[src/rtl/fetch_unit.sv]
// Instruction fetch: pc register feeding a 2-entry {instr, pc} buffer toward decode.
// Latency: a word fetched in cycle N is visible on out_* in cycle N+1 when the buffer is empty.
// Backpressure: fetch stalls (pc holds) while the buffer is full and decode does not accept the head.
module fetch_unit #(
    parameter logic [31:0] RESET_PC = 32'h0000_3000
) (
    input  logic        clk,
    input  logic        reset,
    output logic [11:0] im_addr,
    input  logic [31:0] im_instr,
    input  logic        redirect_valid,
    input  logic [31:0] redirect_pc,
    output logic        out_valid,
    input  logic        out_ready,
    output logic [31:0] out_instr,
    output logic [31:0] out_pc
);

    // Buffer entry pairing a fetched word with the byte address it came from.
    typedef struct packed {
        logic [31:0] instr;
        logic [31:0] pc;
    } entry_t;

    logic [31:0] pc;
    logic [1:0]  count;
    entry_t      head;
    entry_t      tail;
    logic        pop;
    logic        push;
    logic [1:0]  wr_idx;
    entry_t      fetched;

    // Handshake decode: a redirect suppresses fetch; a full buffer fetches only when the head leaves.
    always_comb begin
        pop     = out_valid && out_ready;
        push    = !redirect_valid && ((count < 2'd2) || pop);
        wr_idx  = count - {1'b0, pop};
        fetched = '{instr: im_instr, pc: pc};
    end

    // Memory sees only the word index within the 16 KB window.
    assign im_addr   = pc[13:2];
    assign out_valid = (count != 2'd0);
    assign out_instr = out_valid ? head.instr : 32'h0;
    assign out_pc    = out_valid ? head.pc    : 32'h0;

    // pc, occupancy and entry storage; reset beats redirect, redirect beats push/pop.
    always_ff @(posedge clk) begin
        if (reset) begin
            pc    <= RESET_PC;
            count <= 2'd0;
            head  <= '0;
            tail  <= '0;
        end else if (redirect_valid) begin
            // Flush: old entries become unreachable once count is zero.
            pc    <= {redirect_pc[31:2], 2'b00};
            count <= 2'd0;
        end else begin
            if (pop) begin
                head <= tail;
            end
            // Write after the shift so a push into slot 0 wins over the shifted-in value.
            if (push) begin
                if (wr_idx == 2'd0) begin
                    head <= fetched;
                end else begin
                    tail <= fetched;
                end
                pc <= pc + 32'd4;
            end
            count <= count + {1'b0, push} - {1'b0, pop};
        end
    end

endmodule

[config.mk]
export PLATFORM = sky130hd
export DESIGN_NAME = fetch_unit
export DESIGN_NICKNAME = d
export VERILOG_FILES = /design/src/rtl/fetch_unit.sv
export SDC_FILE = /design/constraint.sdc
export NUM_CORES = 1
export LEC_CHECK = 0
export ABC_AREA = 1
export CAP_MARGIN = 15
export CORE_AREA = 2 2 140 142
export CTS_CLUSTER_DIAMETER = 100
export DETAILED_ROUTE_END_ITERATION = 12
export DIE_AREA = 0 0 142 144
export HOLD_SLACK_MARGIN = 0.12
export PLACE_DENSITY = 0.72
export SLEW_MARGIN = 25
export SYNTH_ARGS = -nofsm -noshare
export SYNTH_HDL_FRONTEND = slang
export SYNTH_SLANG_ARGS = --single-unit
[constraint.sdc]
create_clock -name clk -period 2.85 [get_ports clk]
set_input_delay 0.57 -clock clk [delete_from_list [all_inputs] [get_ports clk]]
set_output_delay 0.57 -clock clk [all_outputs]
set_load 0.02 [all_outputs]
**Run 1: supply network**

Pins as bars on the die edge. Tap cells in gray.
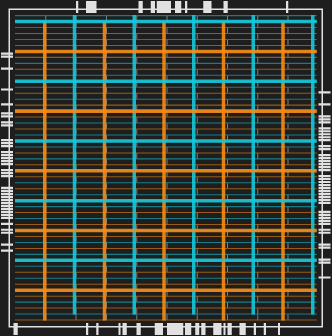
color	net
orange	VSS
cyan	VDD
signal pins	145
met4 straps	10
rows	51
met5 straps	10
tap cells	238

**Run 1: placed cells, one color a class**

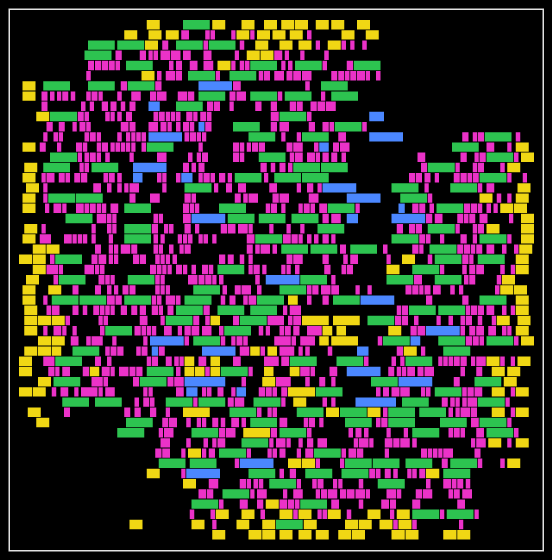
color	class	cells	share of their area
magenta	remaining logic cells	884	43%
yellow	remaining buffers and delay cells	164	17%
green	sequential cells	158	33%
blue	clock drivers and dummy loads	32	6.1%

**Run 1: clock wires, drivers and flops**

Scale bar: 50 um.
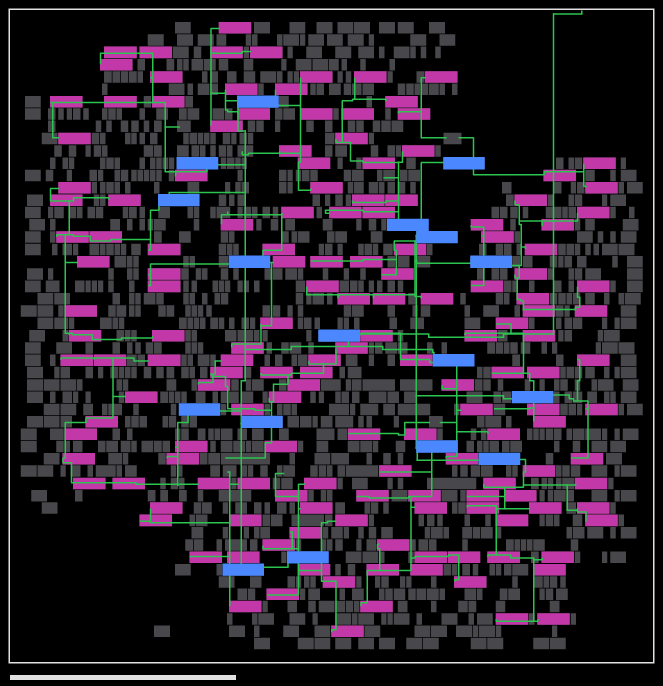
[green] clock wires | length: 2000 um
[magenta] flip-flops | count: 158
[blue] clock-net drivers | count: 17
flops lie	widely spread
portion of total power attributed to the clock network: 41.3%
Worst Clk Skew: 0.009364 ns
power drawn by the clock network: 0.00228 W

==> summary.txt, run 1 <==
Notes on the physical design

The number of gates on the worst path with buffers counted is 4. The transition at the pin with the smallest max-transition slack is 0.5049 ns. The residual overflow from global routing is 0.

Multi-input logic gates represent a cell area share of a little under two fifths. Per the breakdown, switching nets consume 27.92% of all power. met2 is the most crowded layer.

The dominant kind of combinational cell is AND-OR/OR-AND gates. The fraction of final layout cells with drive strength greater than 1 is between 5 and 6%. The top cell type in the final layout, fill and taps aside, is nand2_1. The count of final max-slew check failures is 0. The top cell type by total area after synthesis is dfxtp_1. Of the total synthesized cell area, the portion taken by AND, OR, NAND and NOR gates is roughly a fifth. The flow ran to the end, and the final reports show no timing, DRC or antenna violations. Per the post-run analysis, buffers plus inverters along the critical path come to 3.

The worst setup path is launched from a flop. Summing all placed instances gives a cell area of between 9000 and 10000 um2. Gates resized during post-CTS repair numbered 0. STA classifies the critical path endpoint as an output pin. The number of tapcells is between 200 and 250.

The kind of cell adding the most delay to the critical path is buffers and inverters. The flip-flop count of the largest register after layout is roughly 64. Input and output buffers added on the ports amount to 142.

The global placer's final weighted congestion is approximately 0.94. The routing usage on met3 is 3.742%. The critical path's largest stage delay is between 0.5 and 0.6 ns.

The repair_antennas step left the layout with diodes totalling 0. Summing all flip-flop and latch instances after layout gives 3163 um2. Ranked by flip-flop count, first place goes to head. The yosys-reported design area after synthesis is ~7800 um2. The maximum buffer depth of the clock tree is 2. The final timing report counts setup violations totalling 0. The library cell used as clock root buffer is clkbuf_16. Sequential power for this build is 0.00243 W. Per the OpenROAD floorplan log, the height of the die is between 100 and 150 um. The largest registers in the layout are head (64), tail (62), pc (30). Summing all non-filler instances in the final layout gives an area of about 10000 um2. The registers of the reported paths see a clock transition of 0.06 ns.

Clock tree buffers and inverters occupy 5.935% of the routed design's cell area. The biggest slice of the total power is consumed by registers. The analysis attributes to net switching a power of ~0.0015 W. The count of non-filler cells in the finished layout is 1476. The setup slack of the critical path after layout is between 0.15 and 0.2 ns. The area fraction of the dominant cell type after synthesis is roughly two fifths. The met3 routed wirelength is between 1 and 1.5 mm. In this run the top signal layer used is met4. For this design, the CTS-stage hold fixing added 0 buffers. The capture point of the worst path is out_valid.

The floorplan step defined a core boundary enclosing approximately 19000 um2. The timing report shows that the slowest cell on the worst path is clkdlybuf4s50_1. The maximum fanout along the worst path is 45. The area of the die is approximately 20000 um2. Per the timing report, the most critical flop-to-flop path finishes at count[1]. Ranked by total area, the top cell class in this layout is multi-input combinational cells. The dominant synthesized flop cell is dfxtp_1. The smallest hold slack is around 0.45 ns. The setup check on the worst reg-to-reg path leaves a slack of just over 0.8 ns. The clock latency of the later-clocked register in the worst-skew pair is 0.43 ns. The final layout report lists a non-clock inverter count of approximately 130. The final layout reports a setup TNS of 0 ns. Yosys reports the multiplexer fraction of the synthesized area as 0%. Power attributed to combinational cells is between 0.0008 and 0.0009 W. The post-layout period usage of the worst path is 93.28%. Total global-route track usage over all layers is 21.79%. The launch point of the critical path was reported as count[1]. The area growth from synthesis to layout is 26.97%.
==> inputs of run 2 (changes only) <==
CAP_MARGIN = unset   (was 15)
**Run 2: placed cells, one color a class**

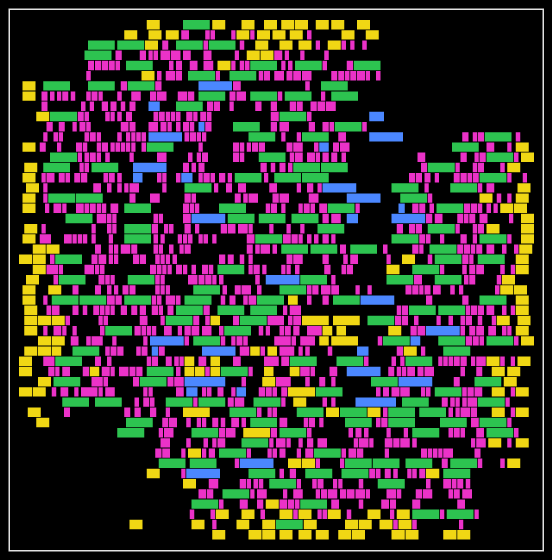
color	class	cells	share of their area
magenta	remaining logic cells	884	43%
blue	clock drivers and dummy loads	32	6.1%
yellow	remaining buffers and delay cells	164	17%
green	sequential cells	158	33%

**Run 2: routing congestion map**

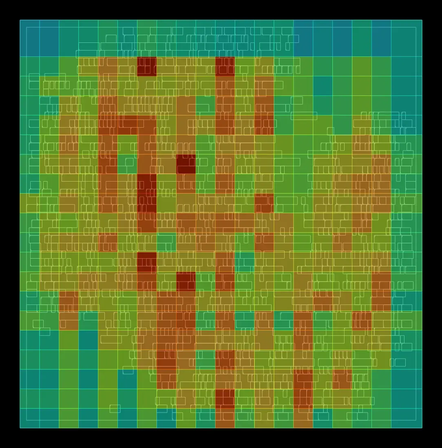
GRT Resource Usage Total: 21.79%
final core utilization: 51.71%
GR Layer Usage met1: 29.97%
global routing's busiest layer: met2

==> run 2 against run 1 <==
- clock-buffer cell count did not move
- worst hold slack stayed put
- register-to-register slack is essentially flat
- final area unchanged
- combinational power about the same
- synthesized area stayed put
- synthesized cell count unchanged
- sequential cell count stayed put
- setup slack unchanged
- clock power about the same
- final cell count stayed put
- critical path type unchanged
- critical endpoint unchanged
- largest power group unchanged
==> summary.txt, run 2 <==
Notes on the physical design

The post-route standard cell area excluding fillers is 9866 um2 (unchanged). The smallest hold slack is 0.4498 ns (unchanged). The kind of cell adding the most delay to the critical path is buffers and inverters (unchanged). Outcome: finished, final reports clean (unchanged). The setup slack of the critical path after layout was 0.1915 ns (unchanged). The switching power share of the total was 27.92% (unchanged).

The critical path's largest stage delay is 0.57 ns (about the same). The number of buffers inserted by hold repair at cts is 0 (unchanged). The maximum buffer depth of the clock tree came to 2 (unchanged).

The main power-consuming group is registers (unchanged). The worst setup skew after layout came to 0.009364 ns (unchanged). The quantity of gates resized following cts was 0 (unchanged). The count of non-filler cells in the finished layout came to 1476 (unchanged). The clock group share of total power came to 41.3% (about the same). The simple-gate share of the synthesized area came to 21.19% (unchanged). The master of the slowest instance on the critical path was clkdlybuf4s50_1 (unchanged). The area of all sequential standard cells is 3163 um2 (unchanged). The area fraction of the dominant cell type after synthesis is 40.71% (unchanged). The critical path endpoint category is an output pin (unchanged). The library cell used as clock root buffer is clkbuf_16 (unchanged). The final setup TNS is 0 ns (unchanged). The dominant kind of combinational cell is AND-OR/OR-AND gates (unchanged).

The residual overflow from global routing came to 0 (unchanged). The vertical die size is 144 um (unchanged). The count of final max-slew check failures was 0 (unchanged). The standard cell area after detailed placement is 9280 um2 (unchanged). The number of tapcells is 238 (unchanged).

The top cell type by total area after synthesis is dfxtp_1 (unchanged). The share of cell area taken by muxes after synthesis is 0% (unchanged). The largest register by flop count is head (unchanged). The maximum fanout along the worst path is 45 (unchanged). The highest metal layer with signal wires is met4 (unchanged).

The clock latency of the later-clocked register in the worst-skew pair was 0.43 ns (about the same). The clock slew at the register clock pins of the worst setup and hold paths came to 0.06 ns (about the same). The area of the die is 20450 um2 (unchanged). The launching element of the worst setup path was count[1] (unchanged).

The yosys-reported design area after synthesis came to 7770 um2 (unchanged). The fraction of final layout cells with drive strength greater than 1 is 5.977% (unchanged). The post-layout period usage of the worst path is 93.28% (unchanged). The number of buffers and inverters on the critical path came to 3 (unchanged). The transition at the pin with the smallest max-transition slack is 0.5049 ns (unchanged).
Power is estimated from default activity; no workload was simulated.
